==> images/m1.png <==
Drawn at 4 px/um. Supply wires on this layer in gray.
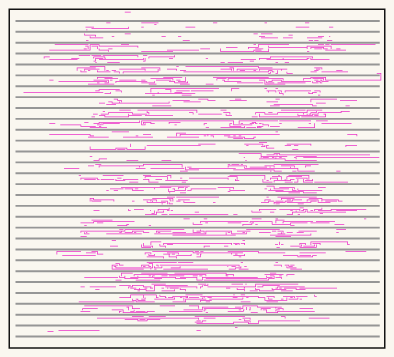
==> images/congestion_map.png <==
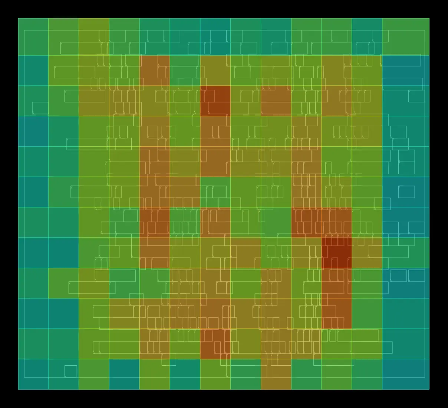
--- config.mk ---
export PLATFORM = sky130hd
export DESIGN_NAME = hdmi_rx_ceavid_seq
export DESIGN_NICKNAME = d
export VERILOG_FILES = /design/src/rtl/hdmi_rx_ceavid_seq_pkg.sv /design/src/rtl/hdmi_rx_ceavid_seq_sync2.sv /design/src/rtl/hdmi_rx_ceavid_seq.sv
export SDC_FILE = /design/constraint.sdc
export NUM_CORES = 1
export LEC_CHECK = 0
export ABC_AREA = 1
export CORE_ASPECT_RATIO = 0.9
export CORE_UTILIZATION = 35
export DETAILED_ROUTE_END_ITERATION = 16
export PLACE_DENSITY = 0.54
export RECOVER_POWER = 25
export SKIP_LAST_GASP = 1
export SLEW_MARGIN = 20
export SYNTH_ARGS = -nofsm -noshare
export SYNTH_HDL_FRONTEND = slang
export SYNTH_HIERARCHICAL = 1
export SYNTH_SLANG_ARGS = --single-unit
--- constraint.sdc ---
create_clock -name ihdmiclk -period 3.8 [get_ports ihdmiclk]
set_clock_uncertainty 0.15 [all_clocks]
set_input_delay 0.95 -clock ihdmiclk [delete_from_list [all_inputs] [get_ports ihdmiclk]]
set_output_delay 0.95 -clock ihdmiclk [all_outputs]
set_load 0.01 [all_outputs]
--- src/rtl/hdmi_rx_ceavid_seq_pkg.sv ---
// Shared definitions for the CEA video recovery sequencer and its register bank.
// Latency: n/a (types, constants and a combinational helper only).
// Backpressure: n/a.
package hdmi_rx_ceavid_seq_pkg;

  // State encoding is visible in a status register, so the values are fixed.
  localparam int ST_W = 3;

  typedef enum logic [ST_W-1:0] {
    ST_IDLE = 3'd0,
    ST_RST  = 3'd1,
    ST_WAIT = 3'd2,
    ST_RUN  = 3'd3,
    ST_HOLD = 3'd4
  } ceavid_st_t;

  // Health check for a running path. Any one of these conditions is a fault:
  // the fifo overflowed, alignment was lost, or the fifo ran dry while
  // video is still active.
  function automatic logic ceavid_fault(input logic fifo_full,
                                        input logic align_sts,
                                        input logic fifo_empty,
                                        input logic vid_sts);
    return fifo_full | ~align_sts | (fifo_empty & vid_sts);
  endfunction

endpackage

--- src/rtl/hdmi_rx_ceavid_seq_sync2.sv ---
// Two-flop level synchroniser for a slow status bit crossing into ihdmiclk.
// Latency: 2 ihdmiclk cycles from a stable input to the output.
// Backpressure: none; level signal, no handshake.
//
// Ports:
//   ihdmiclk    destination clock
//   ihdmirst_n  asynchronous active-low reset, flops clear to 0
//   sync_clr    synchronous clear (block disabled), flops clear to 0
//   async_dat   level from the foreign clock domain
//   sync_dat    synchronised level
module hdmi_rx_sync2 (
  input  logic ihdmiclk,
  input  logic ihdmirst_n,
  input  logic sync_clr,
  input  logic async_dat,
  output logic sync_dat
);

  logic meta_dat;

  always_ff @(posedge ihdmiclk or negedge ihdmirst_n) begin
    if (!ihdmirst_n) begin
      meta_dat <= 1'b0;
      sync_dat <= 1'b0;
    end else if (sync_clr) begin
      meta_dat <= 1'b0;
      sync_dat <= 1'b0;
    end else begin
      meta_dat <= async_dat;
      sync_dat <= meta_dat;
    end
  end

endmodule

--- src/rtl/hdmi_rx_ceavid_seq.sv ---
// Bring-up/recovery sequencer for the CEA video path: soft reset, wait for lock, watch health, retry.
// Latency: all outputs registered, 1 ihdmiclk cycle from inputs to outputs.
// Backpressure: none; status levels in, pulses and levels out, pulses are single-cycle.
//
// Ports:
//   ihdmiclk, ihdmirst_n  clock, asynchronous active-low reset
//   ihdmien               block enable; low clears everything synchronously
//   icfg_start            run level; low forces IDLE (highest priority)
//   icfg_auto_recover     on fault: 1 = HOLD then retry, 0 = back to IDLE
//   icfg_cnt_clr_p        clears both counters (wins over a coincident increment)
//   ialign_sts            alignment lock
//   ififo_full/empty      fifo status, only looked at in RUN
//   ivid_sts              video-active from the pixel clock domain
//   ocfg_ceavid_rst       soft reset to align/gen/fifo, high in IDLE and RST
//   ostate                current state (ST_IDLE..ST_HOLD)
//   olock_p/oerr_p/otimeout_p  lock, run-fault and wait-timeout events
//   oretry_cnt/oerr_cnt   saturating timeout / fault counters
module hdmi_rx_ceavid_seq
  import hdmi_rx_ceavid_seq_pkg::*;
#(
  parameter int RST_CYCLES    = 16,
  parameter int ALIGN_TIMEOUT = 1000000,
  parameter int HOLD_CYCLES   = 256,
  parameter int TMR_W         = 20,
  parameter int CNT_W         = 8
) (
  input  logic             ihdmiclk,
  input  logic             ihdmirst_n,
  input  logic             ihdmien,
  input  logic             icfg_start,
  input  logic             icfg_auto_recover,
  input  logic             icfg_cnt_clr_p,
  input  logic             ialign_sts,
  input  logic             ififo_full,
  input  logic             ififo_empty,
  input  logic             ivid_sts,
  output logic             ocfg_ceavid_rst,
  output logic [ST_W-1:0]  ostate,
  output logic             olock_p,
  output logic             oerr_p,
  output logic             otimeout_p,
  output logic [CNT_W-1:0] oretry_cnt,
  output logic [CNT_W-1:0] oerr_cnt
);

  // Terminal timer values: the timer starts at 0 on state entry, so a state
  // that leaves at N-1 has been occupied for exactly N cycles.
  localparam logic [TMR_W-1:0] RST_LAST  = TMR_W'(RST_CYCLES - 1);
  localparam logic [TMR_W-1:0] WAIT_LAST = TMR_W'(ALIGN_TIMEOUT - 1);
  localparam logic [TMR_W-1:0] HOLD_LAST = TMR_W'(HOLD_CYCLES - 1);
  localparam logic [CNT_W-1:0] CNT_MAX   = '1;

  ceavid_st_t       state;
  logic [TMR_W-1:0] tmr;
  logic [TMR_W-1:0] tmr_inc;
  logic             vid_sts_s;
  logic             fault;

  hdmi_rx_sync2 u_vid_sync (
    .ihdmiclk   (ihdmiclk),
    .ihdmirst_n (ihdmirst_n),
    .sync_clr   (~ihdmien),
    .async_dat  (ivid_sts),
    .sync_dat   (vid_sts_s)
  );

  assign tmr_inc = tmr + TMR_W'(1);
  assign fault   = ceavid_fault(ififo_full, ialign_sts, ififo_empty, vid_sts_s);
  assign ostate  = state;

  always_ff @(posedge ihdmiclk or negedge ihdmirst_n) begin
    if (!ihdmirst_n) begin
      state           <= ST_IDLE;
      tmr             <= '0;
      ocfg_ceavid_rst <= 1'b1;
      olock_p         <= 1'b0;
      oerr_p          <= 1'b0;
      otimeout_p      <= 1'b0;
      oretry_cnt      <= '0;
      oerr_cnt        <= '0;
    end else if (!ihdmien) begin
      state           <= ST_IDLE;
      tmr             <= '0;
      ocfg_ceavid_rst <= 1'b1;
      olock_p         <= 1'b0;
      oerr_p          <= 1'b0;
      otimeout_p      <= 1'b0;
      oretry_cnt      <= '0;
      oerr_cnt        <= '0;
    end else begin
      olock_p    <= 1'b0;
      oerr_p     <= 1'b0;
      otimeout_p <= 1'b0;
      // Timer is cleared unless a timed state stays put; this also covers
      // the "clear on every state change" rule.
      tmr        <= '0;

      if (!icfg_start) begin
        state           <= ST_IDLE;
        ocfg_ceavid_rst <= 1'b1;
      end else begin
        case (state)
          ST_IDLE: begin
            state           <= ST_RST;
            ocfg_ceavid_rst <= 1'b1;
          end
          ST_RST: begin
            if (tmr == RST_LAST) begin
              state           <= ST_WAIT;
              ocfg_ceavid_rst <= 1'b0;
            end else begin
              tmr <= tmr_inc;
            end
          end
          ST_WAIT: begin
            // Lock is tested first so it beats a same-cycle timeout.
            if (ialign_sts) begin
              state   <= ST_RUN;
              olock_p <= 1'b1;
            end else if (tmr == WAIT_LAST) begin
              state           <= ST_RST;
              ocfg_ceavid_rst <= 1'b1;
              otimeout_p      <= 1'b1;
              if (oretry_cnt != CNT_MAX) oretry_cnt <= oretry_cnt + CNT_W'(1);
            end else begin
              tmr <= tmr_inc;
            end
          end
          ST_RUN: begin
            if (fault) begin
              oerr_p <= 1'b1;
              if (oerr_cnt != CNT_MAX) oerr_cnt <= oerr_cnt + CNT_W'(1);
              if (icfg_auto_recover) begin
                state <= ST_HOLD;
              end else begin
                state           <= ST_IDLE;
                ocfg_ceavid_rst <= 1'b1;
              end
            end
          end
          ST_HOLD: begin
            if (tmr == HOLD_LAST) begin
              state           <= ST_RST;
              ocfg_ceavid_rst <= 1'b1;
            end else begin
              tmr <= tmr_inc;
            end
          end
          default: begin
            state           <= ST_IDLE;
            ocfg_ceavid_rst <= 1'b1;
          end
        endcase
      end

      // Placed last so a clear overrides any increment issued above.
      if (icfg_cnt_clr_p) begin
        oretry_cnt <= '0;
        oerr_cnt   <= '0;
      end
    end
  end

endmodule

==> results.py <==
# Synthesis and PnR figures
metrics = {
    "floorplan": {
        "placementRows": 29,
        "dieHeight_um": 84.3,
        "dieArea_mm2": 0.00788,
        "core_mm2": 0.00718,
        "fp_util_pct": 36.7,
        "ios": 33,
        "fp.dieW_um": 93.5,
    },
    "sta": {
        "slew_headroom_pct": 62.0,
        "rsz0062_at_grt": "no",
        "worst_slew_pin_slew_ns": 0.570,
        "layout_setup_ws_ns": 1.15,
        "max_freq_mhz": 377,
        "period_needed_ns": 2.65,
        "setup_viol": 0,
        "tns_ns": 0,
        "finalMaxSlewViolations": 0,
        "period_used_pct": 69.9,
        "hold_viol_final": 0,
    },
    "clock_network": {
        "cts_setup_buffers": 0,
        "cts_num_sinks": 45,
        "cts_resized": 0,
        "clock_latency_ns": 0.29,
        "cts-root-buf": "clkbuf_8",
        "cts_tree": "yes",
        "htree_levels": 2,
        "clock_path_buffers": 2,
        "hold_buffers": 0,
        "numCtsBuffers": 5,
        "clk_pin_slew_ns": 0.08,
    },
    "yosys": {
        "ys_top_cells_by_count": "81 x nand2_1, 59 x nor2_1, 45 x inv_1",
        "top_cell": "nand2_1",
        "topCellsByArea": "dfrtp_1 42%, nand2_1 12%, nor2_1 8.4%",
        "synth_cell_type_count": 37,
        "yosys.area.top_type": "dfrtp_1",
        "yosysChipArea_mm2": 0.00264,
        "netlist_area_mm2": 0.00264,
        "syn_area_per_cell_um2": 7.62,
        "ys_seq_share_pct": 42.8,
        "numSynthFlops": 45,
        "synth-main-ff-cell": "dfrtp_1",
        "ys_cells": 346,
        "syn-num-nets": 359,
        "edf_count": 0,
        "async_flop_share_pct": 100,
        "ys_warn_count": 6,
        "synth_top_area_share_pct": 41.8,
        "synthCells": 346,
    },
    "worst_setup_path": {
        "critical_path_class": "input pin to flip-flop",
        "path_max_fanout": 14,
        "r2r_setup_slack_ns": 1.89,
        "required_ns": 3.87,
        "crit_arrival_ns": 2.73,
        "cp-start-kind": "input pin",
        "cp-end-kind": "flip-flop",
    },
    "power_and_ir_drop": {
        "power_leakage_nw": 1.50,
        "p_comb_uw": 60.3,
        "clockPowerShare_pct": 34.6,
        "sequentialPower_uw": 484,
        "p_total_uw": 832,
        "power_density_mw_per_mm2": 266,
        "switching_power_uw": 201,
        "clk-power_uw": 288,
        "p_sw_share_pct": 24.2,
        "ir_drop_mv": 0.121,
        "seqPwrFrac_pct": 58.2,
        "power_leader": "registers",
        "combPwrFrac_pct": 7.3,
        "internal_power_uw": 630,
    },
    "run_status": {
        "status": "finished, final reports clean",
    },
    "detailed_routing": {
        "viasPerCell": 4.64,
        "via_count": 2209,
        "drt_iter0_drc": 83,
        "drc": 0,
        "wl_per_cell_um": 12.0,
        "dr.pass1.iters": 4,
        "antenna_left": 0,
        "routed_wl_um": 5710,
    },
    "min_path": {
        "min_path_type": "flip-flop to flip-flop",
    },
    "placed_design": {
        "placed_area_mm2": 0.00304,
        "numPortBuffers": 32,
        "place.gp.congestion": 0.871,
        "dpl.hpwl_um": 4260,
        "preCtsSetupSlack_ns": 0.818,
    },
    "final_layout": {
        "fillers": 742,
        "layout-drive-gt1-share_pct": 8.88,
        "diodes": 0,
        "layout.nets": 395,
        "design_area_mm2": 0.00312,
        "area_delta_synth_final_pct": 18.5,
    },
    "grt": {
        "grt_pass1_wl_um": 10100,
        "grt_max_degree": 46,
        "antenna_found_initial": 0,
        "grt_overflow": 0,
        "grt_pass1_vias": 2143,
    },
    "job": {
        "maxCapViolCount": 0,
        "warnings": 26,
    },
}
Notes on m1.png above:
The longest straight run is 25.3 um. 364 nets have wire on it.

Notes on congestion_map.png above:
Tot GR Track Use: 16.2%
final core occ: 43.5%
GR peak layer: met2

## per-layer routing
metal	GRT usage, %	wire length [um]	vias up
met5	0	0	-
met4	3.36	29	0
met3	4.26	215	2
met2	25.3	2500	36
met1	22.5	2960	1009
li1	-	-	1162
## critical path, cell delays in order
cell and delay [ns]:
clkdlybuf4s50_1 0.71, nand2_1 0.28, nor2_1 0.20, inv_1 0.08, o211ai_2 0.17, nand2_4 0.20
nor2_1 0.14
## flip-flops by register name, summed over array words and instances, names as in the netlist
| signal | flops |
|---|---|
| ocfg_ceavid_rst | 1 |
| oerr_cnt | 8 |
| oerr_p | 1 |
| olock_p | 1 |
| oretry_cnt | 8 |
| ostate | 3 |
| otimeout_p | 1 |
| tmr | 20 |
| u_vid_sync/meta_dat | 1 |
| u_vid_sync/sync_dat | 1 |
## worst paths after layout
| check | endpoint | cells past startpoint | from |
|---|---|---|---|
| hold / removal | u_vid_sync/sync_dat$_DFF_PN0_ | 2 | u_vid_sync/meta_dat$_DFF_PN0_ |
| hold reg to reg | u_vid_sync/sync_dat$_DFF_PN0_ | 2 | u_vid_sync/meta_dat$_DFF_PN0_ |
| setup reg to reg | oretry_cnt[2]$_DFFE_PN0P_ | 10 | tmr[0]$_DFF_PN0_ |
| max in group asynchronous | tmr[6]$_DFF_PN0_ | 1 | ihdmirst_n |
| setup / recovery | tmr[12]$_DFF_PN0_ | 7 | ihdmien |
| min in group asynchronous | tmr[19]$_DFF_PN0_ | 1 | ihdmirst_n |
## kinds of logic (layout without fill, tap and decap cells)
group	Yosys count	after routing	synth area share [%]
adders and majority gates	3	3	1.42
buffers and inverters	51	88	8.16
AOI/OAI and AO/OA	27	27	6.45
xor gates and xnor gates	14	14	4.65
and+or+nand+nor	205	205	36.2
DFF	45	45	42.8
muxes	1	1	0.380
## layout make-up
type                            count  area (um^2)  share of cell area (%)
Tap cell                           93          116                    3.72
Inverter                           47          179                    5.73
Sequential cell                    45         1130                    36.1
Multi-Input combinational cell    250         1290                    41.4
Clock buffer                        6         72.6                    2.32
Clock inverter                      2         10.0                   0.320
Timing Repair Buffer               33          325                    10.4
## cells in the final DEF (no fill, tap or decap)
master / instances
nand2_1: 81
nor2_1: 59
inv_1: 45
dfrtp_1: 44
clkdlybuf4s50_1: 31
nand3_1: 27
o21ai_0: 12
xor2_1: 10
nor3_1: 8
nand4_1: 6
nand2_2: 5
a21oi_1: 5
clkbuf_8: 5
xnor2_1: 4
nor2_2: 3
o21bai_1: 3
nand3b_1: 3
o21ai_2: 3
ha_1: 3
nand3_4: 2
nand3_2: 2
nor4_1: 2
nand2_4: 2
nor3b_1: 2
clkinv_2: 2
buf_4: 2
nor2_4: 1
inv_2: 1
o211ai_2: 1
nor3_4: 1
nor3_2: 1
a31o_2: 1
inv_4: 1
o31ai_1: 1
mux2i_1: 1
o21a_1: 1
clkbuf_1: 1
dfstp_2: 1
## stage by stage
stage	instances	util [%]	hold slack (ns)
after global routing	476	43.5	0.360
after floorplan	346	-	0.284
after detailed placement	468	42.3	0.296
final	476	43.5	0.310
after global placement	468	42.3	0.288
after CTS	476	43.5	0.318
